--- src/rtl/binary_bbox_detect_pkg.sv ---
// Shared definitions for the binarized-stream consumers: FSM encodings and
// the default frame geometry used by the binarization, bbox and overlay blocks.
package binary_bbox_detect_pkg;

  typedef enum logic [1:0] {
    WAIT_FRAME = 2'd0,
    ACCUM      = 2'd1,
    PUBLISH    = 2'd2
  } bbox_state_e;

  localparam int H_RES_DEFAULT = 640;
  localparam int V_RES_DEFAULT = 480;

endpackage

--- src/rtl/binary_bbox_detect_sync_edge_det.sv ---
// Registers vsync/de once and derives the vsync rise and de fall pulses from
// the registered copies; shared by the video-stream consumers.
module sync_edge_det (
  input  logic clk,
  input  logic rst,
  input  logic vsync_i,
  input  logic de_i,
  output logic vsync_rise_o,
  output logic de_o,
  output logic de_fall_o
);

  logic vsync_q, vsync_prev_q, de_q, de_prev_q;

  always_ff @(posedge clk) begin
    if (rst) begin
      vsync_q      <= 1'b0;
      vsync_prev_q <= 1'b0;
      de_q         <= 1'b0;
      de_prev_q    <= 1'b0;
    end else begin
      vsync_q      <= vsync_i;
      vsync_prev_q <= vsync_q;
      de_q         <= de_i;
      de_prev_q    <= de_q;
    end
  end

  assign vsync_rise_o = vsync_q & ~vsync_prev_q;
  assign de_o         = de_q;
  assign de_fall_o    = ~de_q & de_prev_q;

endmodule

--- src/rtl/binary_bbox_detect.sv ---
// Per-frame bounding box and white-pixel count of a 1-bit video stream,
// published once per frame with a one-cycle box_valid pulse.
module binary_bbox_detect
  import binary_bbox_detect_pkg::*;
#(
  parameter int H_RES      = H_RES_DEFAULT,
  parameter int V_RES      = V_RES_DEFAULT,
  parameter int MIN_PIXELS = 64,
  parameter int XW         = 10,
  parameter int YW         = 9,
  parameter int CW         = 19
) (
  input  logic          clk,
  input  logic          rst,
  input  logic          in_vsync,
  input  logic          in_hsync,
  input  logic          in_de,
  input  logic          in_monoc,
  output logic [XW-1:0] box_left,
  output logic [XW-1:0] box_right,
  output logic [YW-1:0] box_top,
  output logic [YW-1:0] box_bottom,
  output logic [CW-1:0] pix_count,
  output logic          box_found,
  output logic          box_valid
);

  localparam logic [XW-1:0] X_LIM = XW'(H_RES);
  localparam logic [YW-1:0] Y_LIM = YW'(V_RES);
  localparam logic [CW-1:0] C_MIN = CW'(MIN_PIXELS);

  bbox_state_e state_q, state_d;
  logic vsync_rise, de_q, de_fall, monoc_q;
  logic [XW-1:0] x_cnt_q, x_cnt_d, min_x_q, min_x_d, max_x_q, max_x_d, min_x_b, max_x_b;
  logic [YW-1:0] y_cnt_q, y_cnt_d, min_y_q, min_y_d, max_y_q, max_y_d, min_y_b, max_y_b;
  logic [CW-1:0] cnt_q, cnt_d, cnt_b;
  logic [XW-1:0] left_q, left_d, right_q, right_d;
  logic [YW-1:0] top_q, top_d, bottom_q, bottom_d;
  logic [CW-1:0] count_q, count_d;
  logic          found_q, found_d;
  logic          publish, clr, acc, pix_hit, found_pub;
  logic          unused_hsync;

  assign unused_hsync = in_hsync;

  sync_edge_det u_sync (
    .clk          (clk),
    .rst          (rst),
    .vsync_i      (in_vsync),
    .de_i         (in_de),
    .vsync_rise_o (vsync_rise),
    .de_o         (de_q),
    .de_fall_o    (de_fall)
  );

  always_comb begin
    state_d = state_q;
    publish = 1'b0;
    clr     = 1'b0;
    acc     = 1'b0;
    case (state_q)
      WAIT_FRAME: if (vsync_rise) begin state_d = ACCUM; clr = 1'b1; end
      // the pixel arriving with the vsync rise belongs to neither frame
      ACCUM:      if (vsync_rise) begin state_d = PUBLISH; publish = 1'b1; end
                  else acc = 1'b1;
      PUBLISH:    begin state_d = ACCUM; clr = 1'b1; acc = 1'b1; end
      default:    state_d = WAIT_FRAME;
    endcase
  end

  always_comb begin
    x_cnt_d = x_cnt_q;
    if (de_fall) x_cnt_d = '0;
    else if (de_q && x_cnt_q != X_LIM) x_cnt_d = x_cnt_q + XW'(1);
    y_cnt_d = y_cnt_q;
    if (vsync_rise) y_cnt_d = '0;
    else if (de_fall && y_cnt_q != Y_LIM) y_cnt_d = y_cnt_q + YW'(1);
  end

  assign pix_hit = de_q & monoc_q & (x_cnt_q < X_LIM) & (y_cnt_q < Y_LIM);

  always_comb begin
    min_x_b = clr ? '1 : min_x_q;
    max_x_b = clr ? '0 : max_x_q;
    min_y_b = clr ? '1 : min_y_q;
    max_y_b = clr ? '0 : max_y_q;
    cnt_b   = clr ? '0 : cnt_q;
    min_x_d = min_x_b;
    max_x_d = max_x_b;
    min_y_d = min_y_b;
    max_y_d = max_y_b;
    cnt_d   = cnt_b;
    if (acc && pix_hit) begin
      if (x_cnt_q < min_x_b) min_x_d = x_cnt_q;
      if (x_cnt_q > max_x_b) max_x_d = x_cnt_q;
      if (y_cnt_q < min_y_b) min_y_d = y_cnt_q;
      if (y_cnt_q > max_y_b) max_y_d = y_cnt_q;
      if (!(&cnt_b)) cnt_d = cnt_b + CW'(1);
    end
  end

  assign found_pub = (cnt_q >= C_MIN);

  always_comb begin
    left_d   = left_q;
    right_d  = right_q;
    top_d    = top_q;
    bottom_d = bottom_q;
    count_d  = count_q;
    found_d  = found_q;
    if (publish) begin
      left_d   = found_pub ? min_x_q : '0;
      right_d  = found_pub ? max_x_q : '0;
      top_d    = found_pub ? min_y_q : '0;
      bottom_d = found_pub ? max_y_q : '0;
      count_d  = cnt_q;
      found_d  = found_pub;
    end
  end

  always_ff @(posedge clk) begin
    if (rst) begin
      state_q  <= WAIT_FRAME;
      monoc_q  <= 1'b0;
      x_cnt_q  <= '0;
      y_cnt_q  <= '0;
      min_x_q  <= '1;
      max_x_q  <= '0;
      min_y_q  <= '1;
      max_y_q  <= '0;
      cnt_q    <= '0;
      left_q   <= '0;
      right_q  <= '0;
      top_q    <= '0;
      bottom_q <= '0;
      count_q  <= '0;
      found_q  <= 1'b0;
    end else begin
      state_q  <= state_d;
      monoc_q  <= in_monoc;
      x_cnt_q  <= x_cnt_d;
      y_cnt_q  <= y_cnt_d;
      min_x_q  <= min_x_d;
      max_x_q  <= max_x_d;
      min_y_q  <= min_y_d;
      max_y_q  <= max_y_d;
      cnt_q    <= cnt_d;
      left_q   <= left_d;
      right_q  <= right_d;
      top_q    <= top_d;
      bottom_q <= bottom_d;
      count_q  <= count_d;
      found_q  <= found_d;
    end
  end

  assign box_left   = left_q;
  assign box_right  = right_q;
  assign box_top    = top_q;
  assign box_bottom = bottom_q;
  assign pix_count  = count_q;
  assign box_found  = found_q;
  assign box_valid  = (state_q == PUBLISH);

endmodule

--- config.mk ---
export PLATFORM = sky130hd
export DESIGN_NAME = binary_bbox_detect
export DESIGN_NICKNAME = d
export VERILOG_FILES = /design/src/rtl/binary_bbox_detect_pkg.sv /design/src/rtl/binary_bbox_detect_sync_edge_det.sv /design/src/rtl/binary_bbox_detect.sv
export SDC_FILE = /design/constraint.sdc
export NUM_CORES = 1
export LEC_CHECK = 0
export ABC_AREA = 1
export ABC_CLOCK_PERIOD_IN_PS = 2800
export CAP_MARGIN = 20
export CORE_ASPECT_RATIO = 0.8
export CORE_UTILIZATION = 52
export CTS_CLUSTER_SIZE = 28
export DETAILED_ROUTE_END_ITERATION = 8
export PLACE_DENSITY = 0.76
export SKIP_CTS_REPAIR_TIMING = 1
export SLEW_MARGIN = 20
export SYNTH_ARGS = -nofsm -noshare
export SYNTH_HDL_FRONTEND = slang
export SYNTH_SLANG_ARGS = --single-unit
--- constraint.sdc ---
create_clock -name clk -period 2.8 [get_ports clk]
set_input_delay 0.28 -clock clk [delete_from_list [all_inputs] [get_ports clk]]
set_output_delay 0.28 -clock clk [all_outputs]
set_load 0.05 [all_outputs]
### Clock wiring as the flow saved it

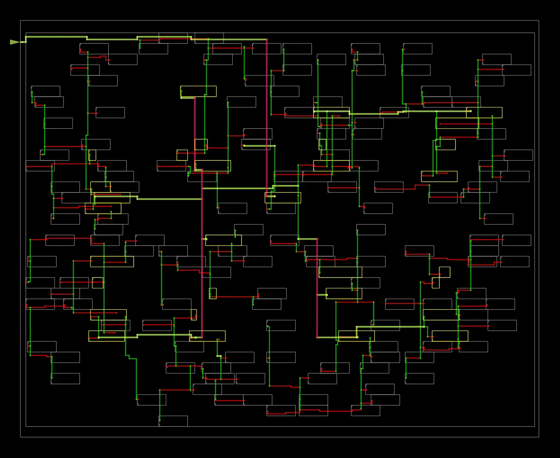
Clk Latency, worst-skew pair: 0.42 ns
CTS Buf Count: 17
Sink Count: 141

### Wire density map

Bar = 50 microns. The die is cut into 27 by 21 equal tiles; white is low, dark blue is high, scaled to the fullest tile. Values are wire area over tile area, all layers added.
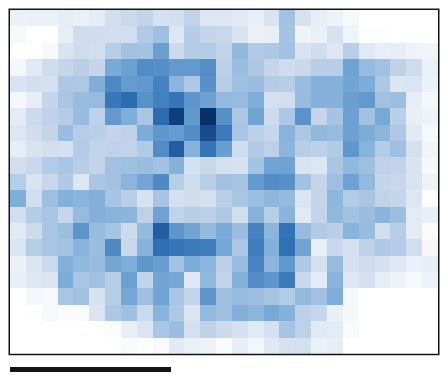
tiles over half the peak	15%
densest ninth of the die	centre
emptiest ninth of the die	lower right
mean over tiles	0.19
Avg WL per Cell: 13.82 microns
total number of vias: 6,560
WL final: 17.10 mm
gr usage total: 25.02%

### Close-up of the layout

Region (46, 33) to (86, 73) microns. Cells in grey, sequential cells in the stronger grey; small squares are vias.
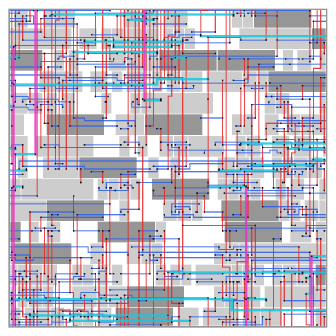
colour	layer
red	met2
magenta	met4
cyan	met3
blue	met1
netlist names of flops here include	y_cnt_q (5), cnt_q (4), x_cnt_q (4)
cells with their middle in the window	159
most frequent	inv_1 (28), nand2_1 (22), nor2_1 (19)
sequential cells in the window	16

### Met3 routing

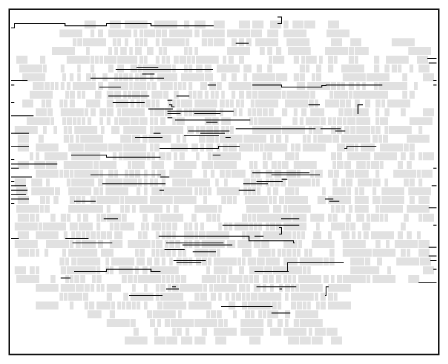
share of all routed wire	5.3%
main direction	horizontal
wire length on this layer	908 microns
longest straight run	29.9 microns
met3 GRT Util: 5.341%

### Clock distribution

Bar = 50 microns.
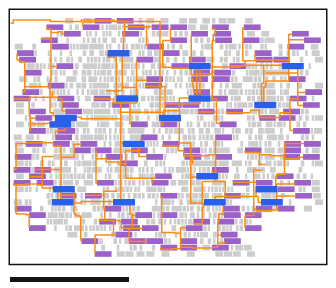
[orange] clock wires | length: 1,820 microns
[blue] cells driving clock nets | count: 17
[purple] flip-flops | count: 141
flops lie	spread over the die
clock-net power: 0.00231 W
Final Skew: 0.006332 ns
clock power share: 49.0%

==> flow_summary.json <==
{
  "status": "completed",
  "final_cells": 1237,
  "gp_congestion": 0.8592,
  "dominant_cells": "combinational gates",
  "grt_pass1_wl_mm": 28.13,
  "reg2reg_slack_ns": 0.09,
  "maxSlewViolCount": 0,
  "drive_gt1_share_pct": 10.45,
  "top_area_share_pct": 39.75,
  "tool_warnings": 33,
  "area_leaders": "dfxtp_1 (40%), nand2_1 (9.4%), ha_1 (7.9%), nor2_1 (7.4%), a21oi_1 (7.0%)",
  "hold_path_end": "u_sync.vsync_q",
  "io_pins": 65,
  "synth_cells": 986,
  "clkbuf_count": 20,
  "worst_hold_startpoint": "in_vsync",
  "seqCellArea_sq_um": 2824,
  "ys_sh_aoi_pct": 12.76,
  "seq_power_w": 0.00205,
  "n_fill_cell": 1141,
  "n_all_buffers": 86,
  "common_cells": "nand2_1 (177), dfxtp_1 (141), nor2_1 (140)",
  "met2_length_mm": 7.624,
  "inverters_excl_clock": 112,
  "use_met2_pct": 38.91,
  "detail-route-antenna-nets": 0,
  "crit_family": "simple AND/OR/NAND/NOR gates",
  "powerComb_w": 0.000349,
  "path_cells": "inv_1 -> ha_2 -> inv_1 -> nand2_4 -> nand2_8 -> nand2_8 -> buf_12 -> nor2_1 -> inv_1 -> ha_1 -> nand2_1 -> nor2_2 -> nand2_1 -> o211ai_1 -> nand2_2 -> buf_6 -> o21ai_0 -> nor2_1",
  "power_density_nw_per_um2": 544.1,
  "dr_wl_met3_microns": 907,
  "crit_buf_inv": 5,
  "yosysChipArea_sq_um": 7102,
  "dieWidth_microns": 132.7,
  "setup_viol": 0,
  "synth_area_sq_um": 7102,
  "synthMuxAreaShare_pct": 0,
  "syn-num-nets": 1037,
  "min_path_cells": 3,
  "start_kind": "register",
  "fin_ws_ns": 0.08887,
  "drt-pass1-iter-count": 6,
  "arrival_ns": 3.02,
  "flops": 141,
  "holdWs_ns": 0.3765,
  "routedLengthMet1_mm": 8.390,
  "syn_avg_cell_area_sq_um": 7.203,
  "fin_setup_tns_ns": 0,
  "swShare_pct": 24.08,
  "cap_violations": 0,
  "grt_max_degree": 70,
  "comb_area_share_pct": 43.08,
  "drc": 0,
  "ir_drop_uv": 490.0,
  "top_usage_layer": "met2",
  "seqAreaFraction_pct": 32.63,
  "lay_top_count": "nand2_1",
  "crit_path_top_delay_cell": "dfxtp_1",
  "critPathKind": "reg -> reg",
  "startpoint": "state_q[0]",
  "grt_setup_unrepaired": "true",
  "ys.flop_type": "dfxtp_1",
  "synthArstFlopShare_pct": 0,
  "most_common_cell": "nand2_1",
  "cp.depth": 18,
  "n_tap_cell": 175,
  "grtUsageMet1_pct": 34.07,
  "yosys.area.top_type": "dfxtp_1",
  "finalInstanceArea_sq_um": 8656,
  "nNetsFinal": 1101,
  "r2r-start": "state_q[0]",
  "die_area_sq_um": 14130,
  "reg2regPathDepth": 18,
  "logic_area_sq_um": 3729,
  "rows": 37,
  "synth_cell_types": 35,
  "antenna_cells": 0,
  "tightest_slew_ns": 0.7152,
  "max_stage_delay_ns": 0.33,
  "layout_worst_path_cycle_share_pct": 96.83,
  "antenna_found_initial": 0,
  "ys_seq_share_pct": 39.75,
  "p_int_w": 0.003576,
  "pre_cts_ws_ns": 0.03612,
  "dp_hpwl_mm": 10.96,
  "io_buffers": 63,
  "first_global_vias": 5875,
  "dp_cells": 1201,
  "p_switching_w": 0.001134,
  "max_slew_margin_pct": 52.03,
  "crit_fanout": 17,
  "hold_viol": 0,
  "grt_remaining_overflow": 0,
  "power_frac_comb_pct": 7.4,
  "post_synth_fa_ha_maj_area_fraction_pct": 7.928,
  "hp-class": "in -> reg",
  "synth-seq-cells": 141,
  "xor_area_share_pct": 0.7400,
  "synthToLayoutAreaGrowth_pct": 21.88
}
Power and IR drop assume default switching activity.
